[src/rtl/alu_operand_stage_if.sv]
// Handshake and operand bus around the ID/EX operand stage: the ID-side request,
// the MEM/WB forwarding taps and the EX-side operand outputs.
interface alu_operand_stage_if #(
  parameter int N = 64
);
  // ID -> stage
  logic         in_valid;
  logic         in_ready;
  logic [N-1:0] in_rd_data1;
  logic [N-1:0] in_rd_data2;
  logic [N-1:0] in_imm;
  logic [4:0]   in_rs1;
  logic [4:0]   in_rs2;
  logic [4:0]   in_rd;
  logic         in_alu_src;
  logic [3:0]   in_alu_control;
  logic         in_reg_write;
  logic         flush;

  // forwarding taps from later stages
  logic         mem_reg_write;
  logic         mem_is_load;
  logic [4:0]   mem_rd;
  logic [N-1:0] mem_result;
  logic         wb_reg_write;
  logic [4:0]   wb_rd;
  logic [N-1:0] wb_result;

  // stage -> EX
  logic         out_valid;
  logic         out_ready;
  logic [N-1:0] alu_a;
  logic [N-1:0] alu_b;
  logic [3:0]   alu_control;
  logic [4:0]   out_rd;
  logic         out_reg_write;
  logic [N-1:0] out_store_data;

  modport master (
    output in_valid, in_rd_data1, in_rd_data2, in_imm, in_rs1, in_rs2, in_rd,
           in_alu_src, in_alu_control, in_reg_write, flush,
           mem_reg_write, mem_is_load, mem_rd, mem_result,
           wb_reg_write, wb_rd, wb_result, out_ready,
    input  in_ready, out_valid, alu_a, alu_b, alu_control, out_rd,
           out_reg_write, out_store_data
  );

  modport slave (
    input  in_valid, in_rd_data1, in_rd_data2, in_imm, in_rs1, in_rs2, in_rd,
           in_alu_src, in_alu_control, in_reg_write, flush,
           mem_reg_write, mem_is_load, mem_rd, mem_result,
           wb_reg_write, wb_rd, wb_result, out_ready,
    output in_ready, out_valid, alu_a, alu_b, alu_control, out_rd,
           out_reg_write, out_store_data
  );
endinterface

[src/rtl/alu_operand_stage.sv]
// ID/EX operand stage: holds one decoded instruction, forwards from MEM/WB,
// stalls on load-use and supplies ALU operands, store data and rd info to EX.
module alu_operand_stage #(
  parameter int N        = 64,
  parameter int REG_ZERO = 31
) (
  input  logic                 clk,
  input  logic                 reset_n,
  alu_operand_stage_if.slave   bus
);

  // Handshake: a transfer happens on an edge where valid & ready are both high;
  // valid never depends on ready, and outputs hold while valid & !ready.
  localparam logic [4:0] ZERO_IDX = 5'(REG_ZERO);

  logic         held_valid_q, held_valid_d;
  logic [4:0]   rs1_q, rs1_d;
  logic [4:0]   rs2_q, rs2_d;
  logic [4:0]   rd_q, rd_d;
  logic [N-1:0] data1_q, data1_d;
  logic [N-1:0] data2_q, data2_d;
  logic [N-1:0] imm_q, imm_d;
  logic         alu_src_q, alu_src_d;
  logic [3:0]   ctrl_q, ctrl_d;
  logic         reg_write_q, reg_write_d;

  logic wb_cap1, wb_cap2, wb_held1, wb_held2;
  logic mem_fwd1, mem_fwd2;
  logic load_hit1, load_hit2, load_use;
  logic out_valid, capture, consume;
  logic [N-1:0] sel1, sel2;

  always_comb begin
    wb_cap1   = bus.wb_reg_write && (bus.wb_rd == bus.in_rs1) && (bus.in_rs1 != ZERO_IDX);
    wb_cap2   = bus.wb_reg_write && (bus.wb_rd == bus.in_rs2) && (bus.in_rs2 != ZERO_IDX);
    wb_held1  = bus.wb_reg_write && (bus.wb_rd == rs1_q) && (rs1_q != ZERO_IDX);
    wb_held2  = bus.wb_reg_write && (bus.wb_rd == rs2_q) && (rs2_q != ZERO_IDX);
    mem_fwd1  = bus.mem_reg_write && !bus.mem_is_load && (bus.mem_rd == rs1_q) && (rs1_q != ZERO_IDX);
    mem_fwd2  = bus.mem_reg_write && !bus.mem_is_load && (bus.mem_rd == rs2_q) && (rs2_q != ZERO_IDX);
    load_hit1 = (bus.mem_rd == rs1_q) && (rs1_q != ZERO_IDX);
    load_hit2 = (bus.mem_rd == rs2_q) && (rs2_q != ZERO_IDX);
    load_use  = held_valid_q && bus.mem_reg_write && bus.mem_is_load && (load_hit1 || load_hit2);
  end

  assign out_valid    = held_valid_q && !load_use;
  assign consume      = out_valid && bus.out_ready;
  assign bus.in_ready = !held_valid_q || consume;
  assign capture      = bus.in_valid && bus.in_ready && !bus.flush;

  assign sel1 = mem_fwd1 ? bus.mem_result : data1_q;
  assign sel2 = mem_fwd2 ? bus.mem_result : data2_q;

  assign bus.out_valid      = out_valid;
  assign bus.alu_a          = sel1;
  assign bus.alu_b          = alu_src_q ? imm_q : sel2;
  assign bus.out_store_data = sel2;
  assign bus.alu_control    = ctrl_q;
  assign bus.out_rd         = rd_q;
  assign bus.out_reg_write  = reg_write_q;

  always_comb begin
    held_valid_d = held_valid_q;
    rs1_d        = rs1_q;
    rs2_d        = rs2_q;
    rd_d         = rd_q;
    data1_d      = data1_q;
    data2_d      = data2_q;
    imm_d        = imm_q;
    alu_src_d    = alu_src_q;
    ctrl_d       = ctrl_q;
    reg_write_d  = reg_write_q;
    if (bus.flush) begin
      held_valid_d = 1'b0;
    end else if (capture) begin
      held_valid_d = 1'b1;
      rs1_d        = bus.in_rs1;
      rs2_d        = bus.in_rs2;
      rd_d         = bus.in_rd;
      data1_d      = wb_cap1 ? bus.wb_result : bus.in_rd_data1;
      data2_d      = wb_cap2 ? bus.wb_result : bus.in_rd_data2;
      imm_d        = bus.in_imm;
      alu_src_d    = bus.in_alu_src;
      ctrl_d       = bus.in_alu_control;
      reg_write_d  = bus.in_reg_write;
    end else if (consume) begin
      held_valid_d = 1'b0;
    end else if (held_valid_q) begin
      // A waiting instruction keeps absorbing WB writes so that a value seen
      // earlier via MEM forwarding is still correct after the producer retires.
      if (wb_held1) data1_d = bus.wb_result;
      if (wb_held2) data2_d = bus.wb_result;
    end
  end

  always_ff @(posedge clk or negedge reset_n) begin
    if (!reset_n) begin
      held_valid_q <= 1'b0;
      rs1_q        <= '0;
      rs2_q        <= '0;
      rd_q         <= '0;
      data1_q      <= '0;
      data2_q      <= '0;
      imm_q        <= '0;
      alu_src_q    <= 1'b0;
      ctrl_q       <= '0;
      reg_write_q  <= 1'b0;
    end else begin
      held_valid_q <= held_valid_d;
      rs1_q        <= rs1_d;
      rs2_q        <= rs2_d;
      rd_q         <= rd_d;
      data1_q      <= data1_d;
      data2_q      <= data2_d;
      imm_q        <= imm_d;
      alu_src_q    <= alu_src_d;
      ctrl_q       <= ctrl_d;
      reg_write_q  <= reg_write_d;
    end
  end

endmodule
[src/flat_wrapper.sv]
// flat-port wrapper written by rule: the top's interface ports become plain ports
module alu_operand_stage_flat 
#(
  parameter int N        = 64,
  parameter int REG_ZERO = 31
)
  (clk, reset_n, bus_in_valid, bus_in_rd_data1, bus_in_rd_data2, bus_in_imm, bus_in_rs1, bus_in_rs2, bus_in_rd, bus_in_alu_src, bus_in_alu_control, bus_in_reg_write, bus_flush, bus_mem_reg_write, bus_mem_is_load, bus_mem_rd, bus_mem_result, bus_wb_reg_write, bus_wb_rd, bus_wb_result, bus_out_ready, bus_in_ready, bus_out_valid, bus_alu_a, bus_alu_b, bus_alu_control, bus_out_rd, bus_out_reg_write, bus_out_store_data);
  alu_operand_stage_if #(.N(N)) bus_i ();
  input  logic clk;
  input  logic reset_n;
  input wire logic [$bits(bus_i.in_valid)-1:0] bus_in_valid;
  input wire logic [$bits(bus_i.in_rd_data1)-1:0] bus_in_rd_data1;
  input wire logic [$bits(bus_i.in_rd_data2)-1:0] bus_in_rd_data2;
  input wire logic [$bits(bus_i.in_imm)-1:0] bus_in_imm;
  input wire logic [$bits(bus_i.in_rs1)-1:0] bus_in_rs1;
  input wire logic [$bits(bus_i.in_rs2)-1:0] bus_in_rs2;
  input wire logic [$bits(bus_i.in_rd)-1:0] bus_in_rd;
  input wire logic [$bits(bus_i.in_alu_src)-1:0] bus_in_alu_src;
  input wire logic [$bits(bus_i.in_alu_control)-1:0] bus_in_alu_control;
  input wire logic [$bits(bus_i.in_reg_write)-1:0] bus_in_reg_write;
  input wire logic [$bits(bus_i.flush)-1:0] bus_flush;
  input wire logic [$bits(bus_i.mem_reg_write)-1:0] bus_mem_reg_write;
  input wire logic [$bits(bus_i.mem_is_load)-1:0] bus_mem_is_load;
  input wire logic [$bits(bus_i.mem_rd)-1:0] bus_mem_rd;
  input wire logic [$bits(bus_i.mem_result)-1:0] bus_mem_result;
  input wire logic [$bits(bus_i.wb_reg_write)-1:0] bus_wb_reg_write;
  input wire logic [$bits(bus_i.wb_rd)-1:0] bus_wb_rd;
  input wire logic [$bits(bus_i.wb_result)-1:0] bus_wb_result;
  input wire logic [$bits(bus_i.out_ready)-1:0] bus_out_ready;
  output wire logic [$bits(bus_i.in_ready)-1:0] bus_in_ready;
  output wire logic [$bits(bus_i.out_valid)-1:0] bus_out_valid;
  output wire logic [$bits(bus_i.alu_a)-1:0] bus_alu_a;
  output wire logic [$bits(bus_i.alu_b)-1:0] bus_alu_b;
  output wire logic [$bits(bus_i.alu_control)-1:0] bus_alu_control;
  output wire logic [$bits(bus_i.out_rd)-1:0] bus_out_rd;
  output wire logic [$bits(bus_i.out_reg_write)-1:0] bus_out_reg_write;
  output wire logic [$bits(bus_i.out_store_data)-1:0] bus_out_store_data;
  assign bus_i.in_valid = bus_in_valid;
  assign bus_i.in_rd_data1 = bus_in_rd_data1;
  assign bus_i.in_rd_data2 = bus_in_rd_data2;
  assign bus_i.in_imm = bus_in_imm;
  assign bus_i.in_rs1 = bus_in_rs1;
  assign bus_i.in_rs2 = bus_in_rs2;
  assign bus_i.in_rd = bus_in_rd;
  assign bus_i.in_alu_src = bus_in_alu_src;
  assign bus_i.in_alu_control = bus_in_alu_control;
  assign bus_i.in_reg_write = bus_in_reg_write;
  assign bus_i.flush = bus_flush;
  assign bus_i.mem_reg_write = bus_mem_reg_write;
  assign bus_i.mem_is_load = bus_mem_is_load;
  assign bus_i.mem_rd = bus_mem_rd;
  assign bus_i.mem_result = bus_mem_result;
  assign bus_i.wb_reg_write = bus_wb_reg_write;
  assign bus_i.wb_rd = bus_wb_rd;
  assign bus_i.wb_result = bus_wb_result;
  assign bus_i.out_ready = bus_out_ready;
  assign bus_in_ready = bus_i.in_ready;
  assign bus_out_valid = bus_i.out_valid;
  assign bus_alu_a = bus_i.alu_a;
  assign bus_alu_b = bus_i.alu_b;
  assign bus_alu_control = bus_i.alu_control;
  assign bus_out_rd = bus_i.out_rd;
  assign bus_out_reg_write = bus_i.out_reg_write;
  assign bus_out_store_data = bus_i.out_store_data;
  alu_operand_stage #(.N(N), .REG_ZERO(REG_ZERO)) u_core (.clk(clk), .reset_n(reset_n), .bus(bus_i));
endmodule
[config.mk]
export PLATFORM = sky130hd
export DESIGN_NAME = alu_operand_stage_flat
export DESIGN_NICKNAME = d
export VERILOG_FILES = /design/src/rtl/alu_operand_stage_if.sv /design/src/rtl/alu_operand_stage.sv /design/src/flat_wrapper.sv
export SDC_FILE = /design/constraint.sdc
export NUM_CORES = 1
export LEC_CHECK = 0
export CAP_MARGIN = 20
export CORE_AREA = 2 2 221 223
export CTS_BUF_LIST = sky130_fd_sc_hd__clkbuf_8
export CTS_CLUSTER_DIAMETER = 30
export DETAILED_ROUTE_END_ITERATION = 7
export DIE_AREA = 0 0 223 225
export GPL_ROUTABILITY_DRIVEN = 0
export GPL_TIMING_DRIVEN = 0
export PLACE_DENSITY = 0.59
export SLEW_MARGIN = 0
export SYNTH_ARGS = -nofsm -noshare
export SYNTH_HDL_FRONTEND = slang
export SYNTH_SLANG_ARGS = --single-unit
[constraint.sdc]
create_clock -name clk -period 3.5 [get_ports clk]
set_input_delay 0.7 -clock clk [delete_from_list [all_inputs] [get_ports clk]]
set_output_delay 0.7 -clock clk [all_outputs]
set_load 0.02 [all_outputs]
==> GITHUB_STEP_SUMMARY <==
### Yosys + OpenROAD results

| Metric | Value |
|---|---|
| Final setup vio count | `54` |
| Root Buffer | `sky130_fd_sc_hd__clkbuf_8` |
| Sequential group share of total power | `27.6%` |
| Fraction of area in clock buffers and inverters | `7.98%` |
| Signed area change from the synthesized netlist to the final layout | `69.9%` |
| Initial antenna violation count | `4` |
| Combinational gate count | `738` |
| Number of buffers on the longest clock path | `3` |
| Cells along the critical path | `clkdlybuf4s50_1, nor2b_4, nand2_8, buf_12, buf_12, mux2_4, mux2_4, buf_6` |
| Multi-input gate area in the final layout | `6830 um2` |
| First-pass GRT wire length | `78.7 mm` |
| Fraction of registers with async set/reset | `100%` |
| Register-to-Register Setup Slack | `0.53 ns` |
| Normalized max-slew margin | `49.2%` |
| Core Rows | `80` |
| Via count of the first global-routing pass | `11900` |
| Post-Route Hold Slack | `about 0.48 ns` |
| Register clock-pin slew on the reported worst setup and hold paths | `0.04 ns` |
| Num CTS Buffers | `77` |
| Nature of the critical path endpoint | `output pin` |
| Launch point of the worst path | `bus_mem_reg_write` |
| Initial core utilization | `26.2%` |
| Post-Route Utilization | `roughly 45%` |
| Largest stage delay on the critical path | `0.55 ns` |
| Startpoint of the worst register-to-register path | `u_core.rs2_q[4]$_DFFE_PN0P_` |
| Biggest regs | `u_core.data1_q (64), u_core.data2_q (64), u_core.imm_q (64)` |
| Via density per instance | `4.57` |
| Summed negative setup slack over all endpoints | `-2.94 ns` |
| Capturing element of the worst setup path | `bus_alu_b[29]` |
| CP Max Fanout | `6` |
| Total routed wirelength | `about 55 mm` |
| Classification of the worst setup path | `primary input to output pin` |
| Post-layout worst setup margin | `-0.0968 ns` |
| Yosys-reported design area after synthesis | `12500 um2` |
| Layout filler cell count | `around 4500` |
| Most Crowded Layer GR | `met2` |
| Y dimension of the die | `between 200 and 250 um` |
| Chip Footprint | `50200 um2` |
| Critical path data required time | `around 2.8 ns` |
| Summed instance area of the synthesized netlist | `12500 um2` |
| H-tree Lvls | `3` |
| Inverter tally of the final layout excluding the clock network | `2` |
| Net count after synthesis | `roughly 1400` |
| Sequential share of the synthesized area | `42.9%` |
| Clock period minus worst slack | `3.60 ns` |
| Outcome | `complete, but fails checks` |
| Count of warning messages emitted by the tools | `28` |
| Fraction of final layout cells with drive strength greater than 1 | `44.5%` |
| Violations in the final reports | `setup timing` |
| Internal cell power | `7.77 mW` |
layout by cell type (no fill, tap or decap), types with 4 or more instances in the layout:
master / netlist / final
sky130_fd_sc_hd__clkbuf_2: 0 / 43
sky130_fd_sc_hd__clkbuf_1: 12 / 5
sky130_fd_sc_hd__nand2_1: 8 / 7
sky130_fd_sc_hd__buf_2: 39 / 76
sky130_fd_sc_hd__a21oi_2: 120 / 120
sky130_fd_sc_hd__mux2_2: 267 / 223
sky130_fd_sc_hd__xnor2_1: 18 / 14
sky130_fd_sc_hd__xor2_1: 10 / 10
sky130_fd_sc_hd__mux2i_1: 128 / 128
sky130_fd_sc_hd__dlygate4sd2_1: 0 / 28
sky130_fd_sc_hd__buf_6: 6 / 63
sky130_fd_sc_hd__clkbuf_8: 0 / 104
sky130_fd_sc_hd__mux2_1: 10 / 10
sky130_fd_sc_hd__inv_1: 2 / 18
sky130_fd_sc_hd__o2111ai_1: 4 / 4
sky130_fd_sc_hd__buf_4: 0 / 19
sky130_fd_sc_hd__a21oi_1: 11 / 11
sky130_fd_sc_hd__bufinv_16: 0 / 4
sky130_fd_sc_hd__clkdlybuf4s15_1: 0 / 20
sky130_fd_sc_hd__clkinv_2: 0 / 13
sky130_fd_sc_hd__dfrtp_1: 214 / 211
sky130_fd_sc_hd__clkdlybuf4s15_2: 0 / 10
sky130_fd_sc_hd__buf_16: 0 / 4
sky130_fd_sc_hd__mux2_4: 0 / 44
sky130_fd_sc_hd__clkdlybuf4s50_1: 0 / 361
sky130_fd_sc_hd__nor2_1: 133 / 132
sky130_fd_sc_hd__buf_12: 12 / 25
sky130_fd_sc_hd__clkbuf_16: 0 / 8
sky130_fd_sc_hd__xnor2_2: 0 / 4
The clock network:
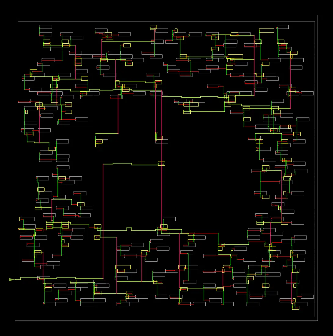
sink count of the clock tree: 214
clkbuf count: 103
flip-flops: 214
later-pin clock latency in the skew report: 0.64 ns

Clock distribution:
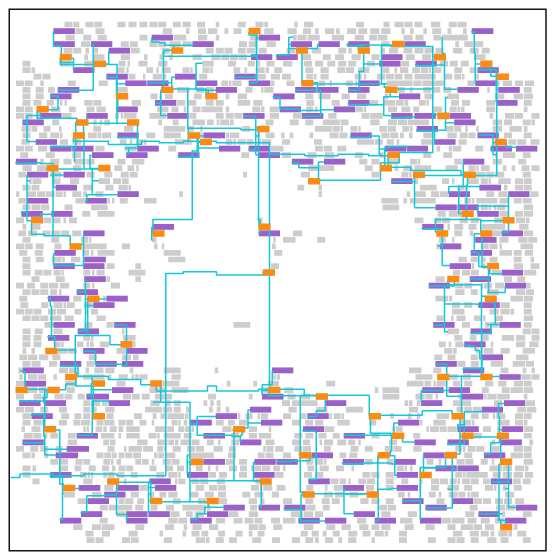
legend:
  purple:
    item: flip-flops
    count: 214
  orange:
    item: cells driving clock nets
    count: 77
  cyan:
    item: clock wires
    length: 4510 um
flops lie: spread over the die
part of the total power dissipated in the clock network: 38.6%
reported clock group power: 4.44 mW
Worst Clk Skew: 0.0257 ns

Cells by drive strength:
Bar = 50 um.
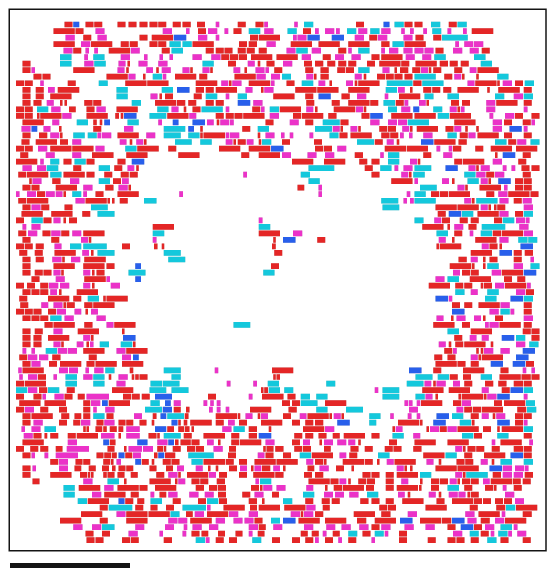
legend:
  blue:
    size: drive 3 to 4
    cells: 68
    share: 3.9%
    most_used: mux2_4
  cyan:
    size: drive 6 and up
    cells: 217
    share: 12%
    most_used: clkbuf_8
  magenta:
    size: drive 2
    cells: 499
    share: 28%
    most_used: mux2_2
  red:
    size: drive 1 or less
    cells: 977
    share: 55%
    most_used: clkdlybuf4s50_1

Sequential cells grouped by signal name:
Bar = 50 um.
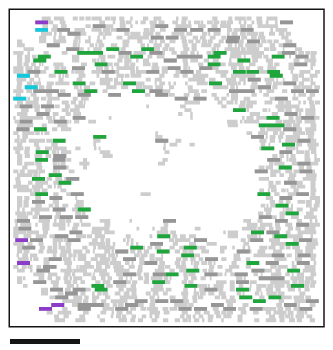
legend:
  green:
    name_in_the_netlist: `u_core.data1_q`
    sequential_cells: 64
    where: spread over the die
  cyan:
    name_in_the_netlist: `u_core.bus.alu_control`
    sequential_cells: 4
    where: top left
  purple:
    name_in_the_netlist: `u_core.bus.out_rd`
    sequential_cells: 5
not coloured: 141

Placement by cell class:
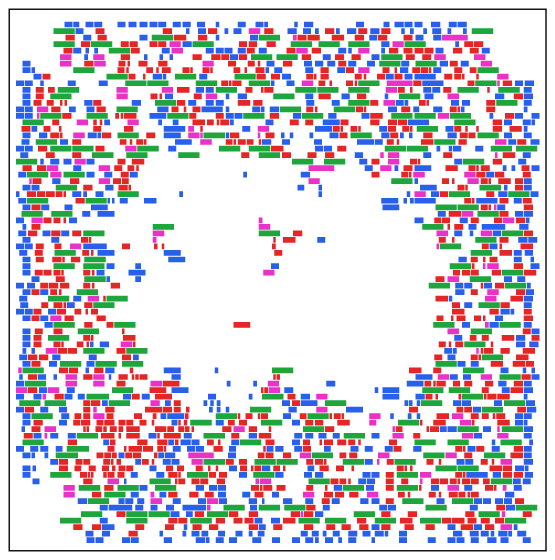
legend:
  red:
    class: all other logic
    cells: 740
  blue:
    class: other buffers and delay cells
    cells: 668
  green:
    class: flops
    cells: 214
  magenta:
    class: clock drivers and dummy loads
    cells: 139

Power and IR drop assume default switching activity.
